<file path="src/rtl/sandbox_pkg.sv">
// Shared opcode, status-bit and FSM definitions for the sandbox command engine.
package sandbox_pkg;

    localparam logic [7:0] OP_NOP      = 8'h00;
    localparam logic [7:0] OP_ECHO     = 8'h01;
    localparam logic [7:0] OP_LOAD     = 8'h02;
    localparam logic [7:0] OP_ADD      = 8'h03;
    localparam logic [7:0] OP_MUL      = 8'h04;
    localparam logic [7:0] OP_READ     = 8'h05;
    localparam logic [7:0] OP_POPCOUNT = 8'h06;

    localparam int ST_ERR   = 7;
    localparam int ST_CARRY = 6;

    typedef enum logic [2:0] {
        S_IDLE,
        S_CAPTURE,
        S_EXEC,
        S_ITER,
        S_REPLY,
        S_WAIT_TX_HI,
        S_WAIT_TX_LO
    } state_e;

    typedef enum logic {
        ALU_MUL,
        ALU_POPCNT
    } alu_mode_e;

endpackage

</file>
<file path="src/rtl/sandbox_iter_alu.sv">
// 32-cycle shift engine for MUL (shift-add) and POPCOUNT.
// done is high during the final step; result is complete on the following cycle.
module sandbox_iter_alu
    import sandbox_pkg::*;
(
    input  logic        clk,
    input  logic        reset,
    input  logic        start,
    input  alu_mode_e   mode,
    input  logic [31:0] op_a,
    input  logic [31:0] op_b,
    output logic        done,
    output logic [31:0] result
);

    logic        busy_q, busy_d;
    logic [4:0]  cnt_q, cnt_d;
    logic [31:0] a_q, a_d;
    logic [31:0] b_q, b_d;
    logic [31:0] res_q, res_d;
    alu_mode_e   mode_q, mode_d;

    always_comb begin
        busy_d = busy_q;
        cnt_d  = cnt_q;
        a_d    = a_q;
        b_d    = b_q;
        res_d  = res_q;
        mode_d = mode_q;
        if (start) begin
            busy_d = 1'b1;
            cnt_d  = 5'd0;
            a_d    = op_a;
            b_d    = op_b;
            res_d  = 32'd0;
            mode_d = mode;
        end else if (busy_q) begin
            // One multiplier/operand bit is consumed per cycle, LSB first.
            if (mode_q == ALU_MUL) begin
                if (b_q[0]) res_d = res_q + a_q;
            end else begin
                res_d = res_q + {31'd0, b_q[0]};
            end
            a_d   = {a_q[30:0], 1'b0};
            b_d   = {1'b0, b_q[31:1]};
            cnt_d = cnt_q + 5'd1;
            if (cnt_q == 5'd31) busy_d = 1'b0;
        end
    end

    always_ff @(posedge clk) begin
        if (reset) begin
            busy_q <= 1'b0;
            cnt_q  <= 5'd0;
            a_q    <= 32'd0;
            b_q    <= 32'd0;
            res_q  <= 32'd0;
            mode_q <= ALU_MUL;
        end else begin
            busy_q <= busy_d;
            cnt_q  <= cnt_d;
            a_q    <= a_d;
            b_q    <= b_d;
            res_q  <= res_d;
            mode_q <= mode_d;
        end
    end

    assign done   = busy_q && (cnt_q == 5'd31);
    assign result = res_q;

endmodule

</file>
<file path="src/rtl/sandbox_command_engine.sv">
// Command engine behind the wide UART block: executes one command per received word
// against a 32-bit accumulator and returns a status/data reply.
// Opcode 0x06 POPCOUNT exists only when SANDBOX_CMD_POPCOUNT_EN is defined.
module sandbox_command_engine
    import sandbox_pkg::*;
#(
    parameter int LED_STRETCH = 1200000,
    parameter int TX_TIMEOUT  = 65535
) (
    input  logic        masterClock,
    input  logic        reset,
    input  logic        dataReceived,
    input  logic [7:0]  control,
    input  logic [31:0] inputData,
    input  logic        transmitting,
    output logic        clearDR,
    output logic        transmitData,
    output logic [7:0]  status,
    output logic [31:0] outputData,
    output logic        rxIndicator
);

    localparam int LW = $clog2(LED_STRETCH + 1);
    localparam int TW = $clog2(TX_TIMEOUT + 1);

    state_e      state_q, state_d;
    logic [7:0]  ctrl_q, ctrl_d;
    logic [31:0] operand_q, operand_d;
    logic [31:0] acc_q, acc_d;
    logic [31:0] result_q, result_d;
    logic        carry_q, carry_d;
    logic        err_q, err_d;
    logic        tx_err_q, tx_err_d;
    logic        iter_q, iter_d;
    logic [3:0]  seq_q, seq_d;
    logic [TW-1:0] tx_cnt_q, tx_cnt_d;
    logic [LW-1:0] led_cnt_q, led_cnt_d;
    logic        clear_dr_q, clear_dr_d;
    logic        transmit_data_q, transmit_data_d;
    logic [7:0]  status_q, status_d;
    logic [31:0] output_data_q, output_data_d;

    logic [32:0] sum;
    logic        alu_start;
    alu_mode_e   alu_mode;
    logic        alu_done;
    logic [31:0] alu_result;

    sandbox_iter_alu u_iter_alu (
        .clk    (masterClock),
        .reset  (reset),
        .start  (alu_start),
        .mode   (alu_mode),
        .op_a   (acc_q),
        .op_b   (operand_q),
        .done   (alu_done),
        .result (alu_result)
    );

    always_comb begin
        // NOTE: every signal gets its default before the case so no path can infer a latch.
        state_d         = state_q;
        ctrl_d          = ctrl_q;
        operand_d       = operand_q;
        acc_d           = acc_q;
        result_d        = result_q;
        carry_d         = carry_q;
        err_d           = err_q;
        tx_err_d        = tx_err_q;
        iter_d          = iter_q;
        seq_d           = seq_q;
        tx_cnt_d        = tx_cnt_q;
        status_d        = status_q;
        output_data_d   = output_data_q;
        clear_dr_d      = 1'b0;
        transmit_data_d = 1'b0;
        alu_start       = 1'b0;
        alu_mode        = ALU_MUL;
        sum             = {1'b0, acc_q} + {1'b0, operand_q};
        led_cnt_d       = (led_cnt_q != '0) ? led_cnt_q - LW'(1) : led_cnt_q;

        case (state_q)
            S_IDLE: begin
                if (dataReceived) begin
                    ctrl_d     = control;
                    operand_d  = inputData;
                    err_d      = 1'b0;
                    clear_dr_d = 1'b1;
                    led_cnt_d  = LW'(LED_STRETCH);
                    state_d    = S_CAPTURE;
                end
            end
            S_CAPTURE: state_d = S_EXEC;
            S_EXEC: begin
                iter_d  = 1'b0;
                state_d = S_REPLY;
                case (ctrl_q)
                    OP_NOP:  state_d = S_IDLE;
                    OP_ECHO: result_d = operand_q;
                    OP_LOAD: begin
                        acc_d    = operand_q;
                        result_d = operand_q;
                    end
                    OP_ADD: begin
                        {carry_d, acc_d} = sum;
                        result_d         = sum[31:0];
                    end
                    OP_MUL: begin
                        alu_start = 1'b1;
                        alu_mode  = ALU_MUL;
                        iter_d    = 1'b1;
                        state_d   = S_ITER;
                    end
                    OP_READ: result_d = acc_q;
`ifdef SANDBOX_CMD_POPCOUNT_EN
                    OP_POPCOUNT: begin
                        alu_start = 1'b1;
                        alu_mode  = ALU_POPCNT;
                        iter_d    = 1'b1;
                        state_d   = S_ITER;
                    end
`endif
                    default: begin
                        err_d    = 1'b1;
                        result_d = operand_q;
                    end
                endcase
            end
            S_ITER: begin
                if (alu_done) state_d = S_REPLY;
            end
            S_REPLY: begin
                status_d           = '0;
                status_d[ST_ERR]   = err_q | tx_err_q;
                status_d[ST_CARRY] = carry_q;
                status_d[3:0]      = seq_q;
                output_data_d      = iter_q ? alu_result : result_q;
                if (iter_q && (ctrl_q == OP_MUL)) acc_d = alu_result;
                seq_d           = seq_q + 4'd1;
                tx_err_d        = 1'b0;
                transmit_data_d = 1'b1;
                tx_cnt_d        = '0;
                state_d         = S_WAIT_TX_HI;
            end
            S_WAIT_TX_HI: begin
                if (transmitting) begin
                    state_d = S_WAIT_TX_LO;
                end else if (tx_cnt_q == TW'(TX_TIMEOUT - 1)) begin
                    // The lost reply is reported through status[7] of the next reply.
                    tx_err_d = 1'b1;
                    state_d  = S_IDLE;
                end else begin
                    tx_cnt_d = tx_cnt_q + TW'(1);
                end
            end
            S_WAIT_TX_LO: begin
                if (!transmitting) state_d = S_IDLE;
            end
            default: state_d = S_IDLE;
        endcase
    end

    always_ff @(posedge masterClock) begin
        // NOTE: non-blocking assignments so every flop samples pre-edge values.
        if (reset) begin
            state_q         <= S_IDLE;
            ctrl_q          <= '0;
            operand_q       <= '0;
            acc_q           <= '0;
            result_q        <= '0;
            carry_q         <= 1'b0;
            err_q           <= 1'b0;
            tx_err_q        <= 1'b0;
            iter_q          <= 1'b0;
            seq_q           <= '0;
            tx_cnt_q        <= '0;
            led_cnt_q       <= '0;
            clear_dr_q      <= 1'b0;
            transmit_data_q <= 1'b0;
            status_q        <= '0;
            output_data_q   <= '0;
        end else begin
            state_q         <= state_d;
            ctrl_q          <= ctrl_d;
            operand_q       <= operand_d;
            acc_q           <= acc_d;
            result_q        <= result_d;
            carry_q         <= carry_d;
            err_q           <= err_d;
            tx_err_q        <= tx_err_d;
            iter_q          <= iter_d;
            seq_q           <= seq_d;
            tx_cnt_q        <= tx_cnt_d;
            led_cnt_q       <= led_cnt_d;
            clear_dr_q      <= clear_dr_d;
            transmit_data_q <= transmit_data_d;
            status_q        <= status_d;
            output_data_q   <= output_data_d;
        end
    end

    assign clearDR      = clear_dr_q;
    assign transmitData = transmit_data_q;
    assign status       = status_q;
    assign outputData   = output_data_q;
    assign rxIndicator  = (led_cnt_q != '0);

endmodule

</file>
<file path="config.mk">
export PLATFORM = sky130hd
export DESIGN_NAME = sandbox_command_engine
export DESIGN_NICKNAME = d
export VERILOG_FILES = /design/src/rtl/sandbox_pkg.sv /design/src/rtl/sandbox_iter_alu.sv /design/src/rtl/sandbox_command_engine.sv
export SDC_FILE = /design/constraint.sdc
export NUM_CORES = 1
export LEC_CHECK = 0
export CAP_MARGIN = 20
export CORE_MARGIN = 5
export CORE_UTILIZATION = 30
export DETAILED_ROUTE_END_ITERATION = 10
export PLACE_DENSITY_LB_ADDON = 0.12
export SYNTH_ARGS = -nofsm -noshare
export SYNTH_HDL_FRONTEND = slang
export SYNTH_SLANG_ARGS = --single-unit
</file>
<file path="constraint.sdc">
create_clock -name masterClock -period 3.6 [get_ports masterClock]
set_input_delay 1.08 -clock masterClock [delete_from_list [all_inputs] [get_ports masterClock]]
set_output_delay 1.08 -clock masterClock [all_outputs]
set_load 0.05 [all_outputs]
</file>
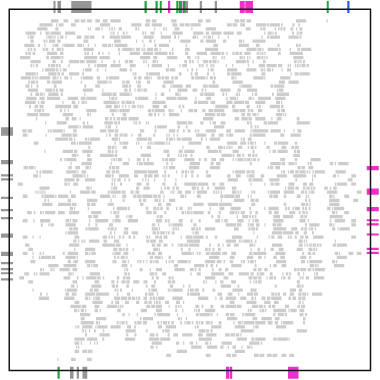
Figure 1: pin placement.
Scale: 1.5 px per µm. Pins as bars across the die edge, other pins in grey.
masterClock -> blue  # pins 1, direction input, edge top
outputData -> magenta  # pins 32, direction output, edge 12 right, 10 top, 10 bottom
status -> green  # pins 8, direction output, edge 7 top, 1 bottom
Die Y: 239.8 µm
# port buffers: 84
Die Wd: 239.8 µm

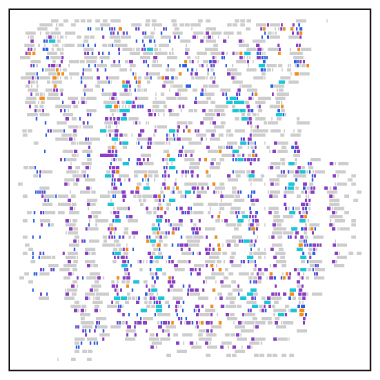
Figure 2: gate families picked out.
Scale: 1.5 px per µm.
nand cells -> blue  # cells 301, where spread over the die
aoi and oai cells -> purple  # cells 533, where spread over the die
fa/ha/maj cells -> cyan  # cells 71
and/or cells -> orange  # cells 72, where spread over the die
most frequent logic cell in the layout: dfxtp_1
Comb area share: 0.5025
final cell count without fillers: 2,699

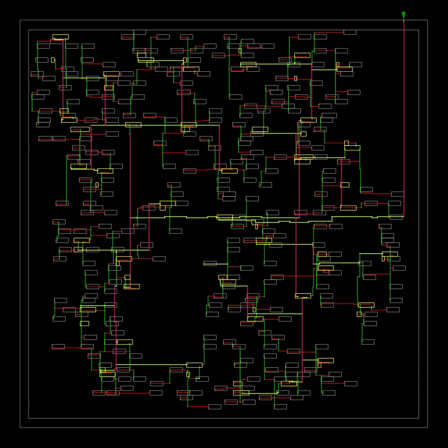
Figure 3: the clock network.
total CTS buffers: 37
CTS sink count: 294
Clock group: 0.00377 W
Layout clock buffers: 54
clock skew: 0.02684 ns

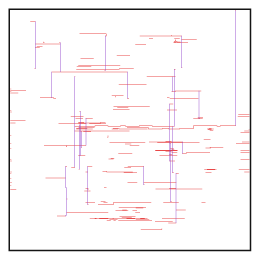
Figure 4: wiring by layer.
Scale: 1 px per µm. Two of the layers only.
M4 -> purple  # wire length 963 µm
M3 -> red  # wire length 2,300 µm

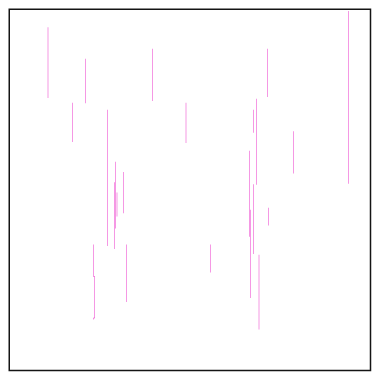
Figure 5: met4 routing.
Scale: 1.5 px per µm.
longest straight run = 115 µm
wire length on this layer = 963 µm
nets with wire on the layer = 12
share of all routed wire = 1.9%
Vias: 14,247
drt total wl: 51.64 mm

==> results.toml <==
# flow metrics
[timing]
fin_crit_ns = 3.484
report.final.slew_viol_count = 0
relSlewSlack = 0.3622
finalHoldViolCount = 0
tightest_slew_ns = 0.9568

[power_and_ir_drop]
power.leakage_nw = 6.770

[layout]
fin_nets = 2098
n_fill_cell = 5406
drive_above_1_share = 0.06564

[synth]
top_area_frac = 0.3716
synth_cells = 1953
ys_area_mm2 = 0.01584
ys_cells = 1953
synth-async-reset-ratio = 0

[clock_network]
cts_tree = "yes"
cts_root_buf = "clkbuf_16"
insertion_delay_ns = 0.56
cts.htree.levels = 2

[global_route]
grt_pass1_wl_mm = 79.76
grt_max_degree = 183

[placed_design]
gp_congestion = 0.8816

[setup_path]
crit_buf_inv = 2
cp.arrival_ns = 2.40
worst_path_max_delay_cell = "or4_4"

[flow_run]
warning_count = 30

[status]
status = "finished, final reports clean"

[floorplanning]
num_io_pins = 87
fp-utilization = 0.3020
num_rows = 84
core_mm2 = 0.05245
placed cells by master, fill, tap and decap left out, types with 19 or more instances in the layout:
master,n
dfxtp_1,290
nand2_1,248
nor2_1,219
a21oi_1,194
a211oi_1,124
mux2i_1,99
o21ai_0,87
clkdlybuf4s50_1,82
ha_1,69
nor3_1,43
xnor2_1,43
buf_4,39
clkbuf_16,37
or3_1,36
a21o_1,36
inv_1,27
xor2_1,27
nand3_1,23
a31oi_1,21
a221oi_1,21
a311oi_1,19
final cells by class:
| type | count | area (µm²) | area share |
|---|---|---|---|
| multi-input cells | 1496 | 9376 | 0.5025 |
| flip-flops and latches | 294 | 5893 | 0.3158 |
| repair buffers | 126 | 1200 | 0.06431 |
| clock buffers | 54 | 1090 | 0.05841 |
| well taps | 688 | 860.8 | 0.04613 |
| clock inverters | 13 | 133.9 | 0.007175 |
| inverters | 28 | 105.1 | 0.005633 |
metal layers:
layer  up-vias  GRT usage  part of all wire
met3        56    0.02314             0.045
li1       7174          -                 -
met2       312     0.2596              0.43
met1      6705     0.2617              0.51
met4         0    0.04392             0.019
met5         -          0                 0
final timing paths:
path | end | startpoint | cells past startpoint | slack (ns)
worst max-delay path | rxIndicator | led_cnt_q[10] | 6 | 0.12
worst min register to register | ctrl_q[7] | ctrl_q[7] | 2 | 0.45
worst max register to register | u_iter_alu.result[30] | u_iter_alu.result[0] | 12 | 0.34
worst min-delay path | ctrl_q[7] | ctrl_q[7] | 2 | 0.45
kinds of logic after synthesis:
kind of cell             synth area share
flip-flops                         0.3716
AND/OR/NAND/NOR                    0.1858
adder cells (fa/ha/maj)           0.05703
multiplexers                      0.06399
XOR/XNOR                          0.03871
other                           0.0002368
buffers and inverters             0.03981
AND-OR/OR-AND                      0.2428
through the flow:
stage | worst slack (ns) | instances | hold slack, ns
after floorplan | 0.6267 | 1954 | 0.4308
after global placement | 0.3459 | 2625 | 0.4407
after detailed placement | 0.2886 | 2625 | 0.4455
after CTS | 0.01130 | 2694 | 0.4539
after global routing | -0.05046 | 2699 | 0.4658
final | 0.1159 | 2699 | 0.4536
state kept, by name (all words and copies together), names as in the netlist, 6 cells and up:
register	flops
led_cnt_q	21
u_iter_alu.result	32
u_iter_alu.a_q	32
status	6
u_iter_alu.b_q	32
result_q	32
outputData	32
tx_cnt_q	16
operand_q	32
acc_q	32
ctrl_q	8
timing repair:
item,CTS,global route
endpoints found under the setup margin,1,1
hold endpoints to repair,0,0
pin swaps,2,4
gates resized,2,5
hold buffers,0,0
setup buffers,2,5
cell usage after synthesis (7+ instances only):
master	instances
nor3_1	43
a311oi_1	19
nor2_1	221
clkbuf_1	116
a21oi_1	194
and3_1	14
or3_1	36
o22ai_1	7
a31oi_1	21
o21bai_1	7
o21a_1	11
mux2i_1	99
o21ai_0	87
inv_1	27
a221oi_1	21
o211ai_1	11
buf_1	12
a211oi_1	124
nand2b_1	10
nand2_1	249
xor2_1	27
nand4_1	15
dfxtp_1	294
ha_1	69
a21o_1	36
xnor2_1	43
nand3_1	24
o21ai_1	8
power breakdown:
part	switching (W)	leakage, nW	internal (W)
clock	0.00152	0.606	0.00225
sequential	0.000160	2.38	0.00340
combinational	0.000595	3.78	0.000405
No activity file was given, so power comes from the tool's default toggle rates.
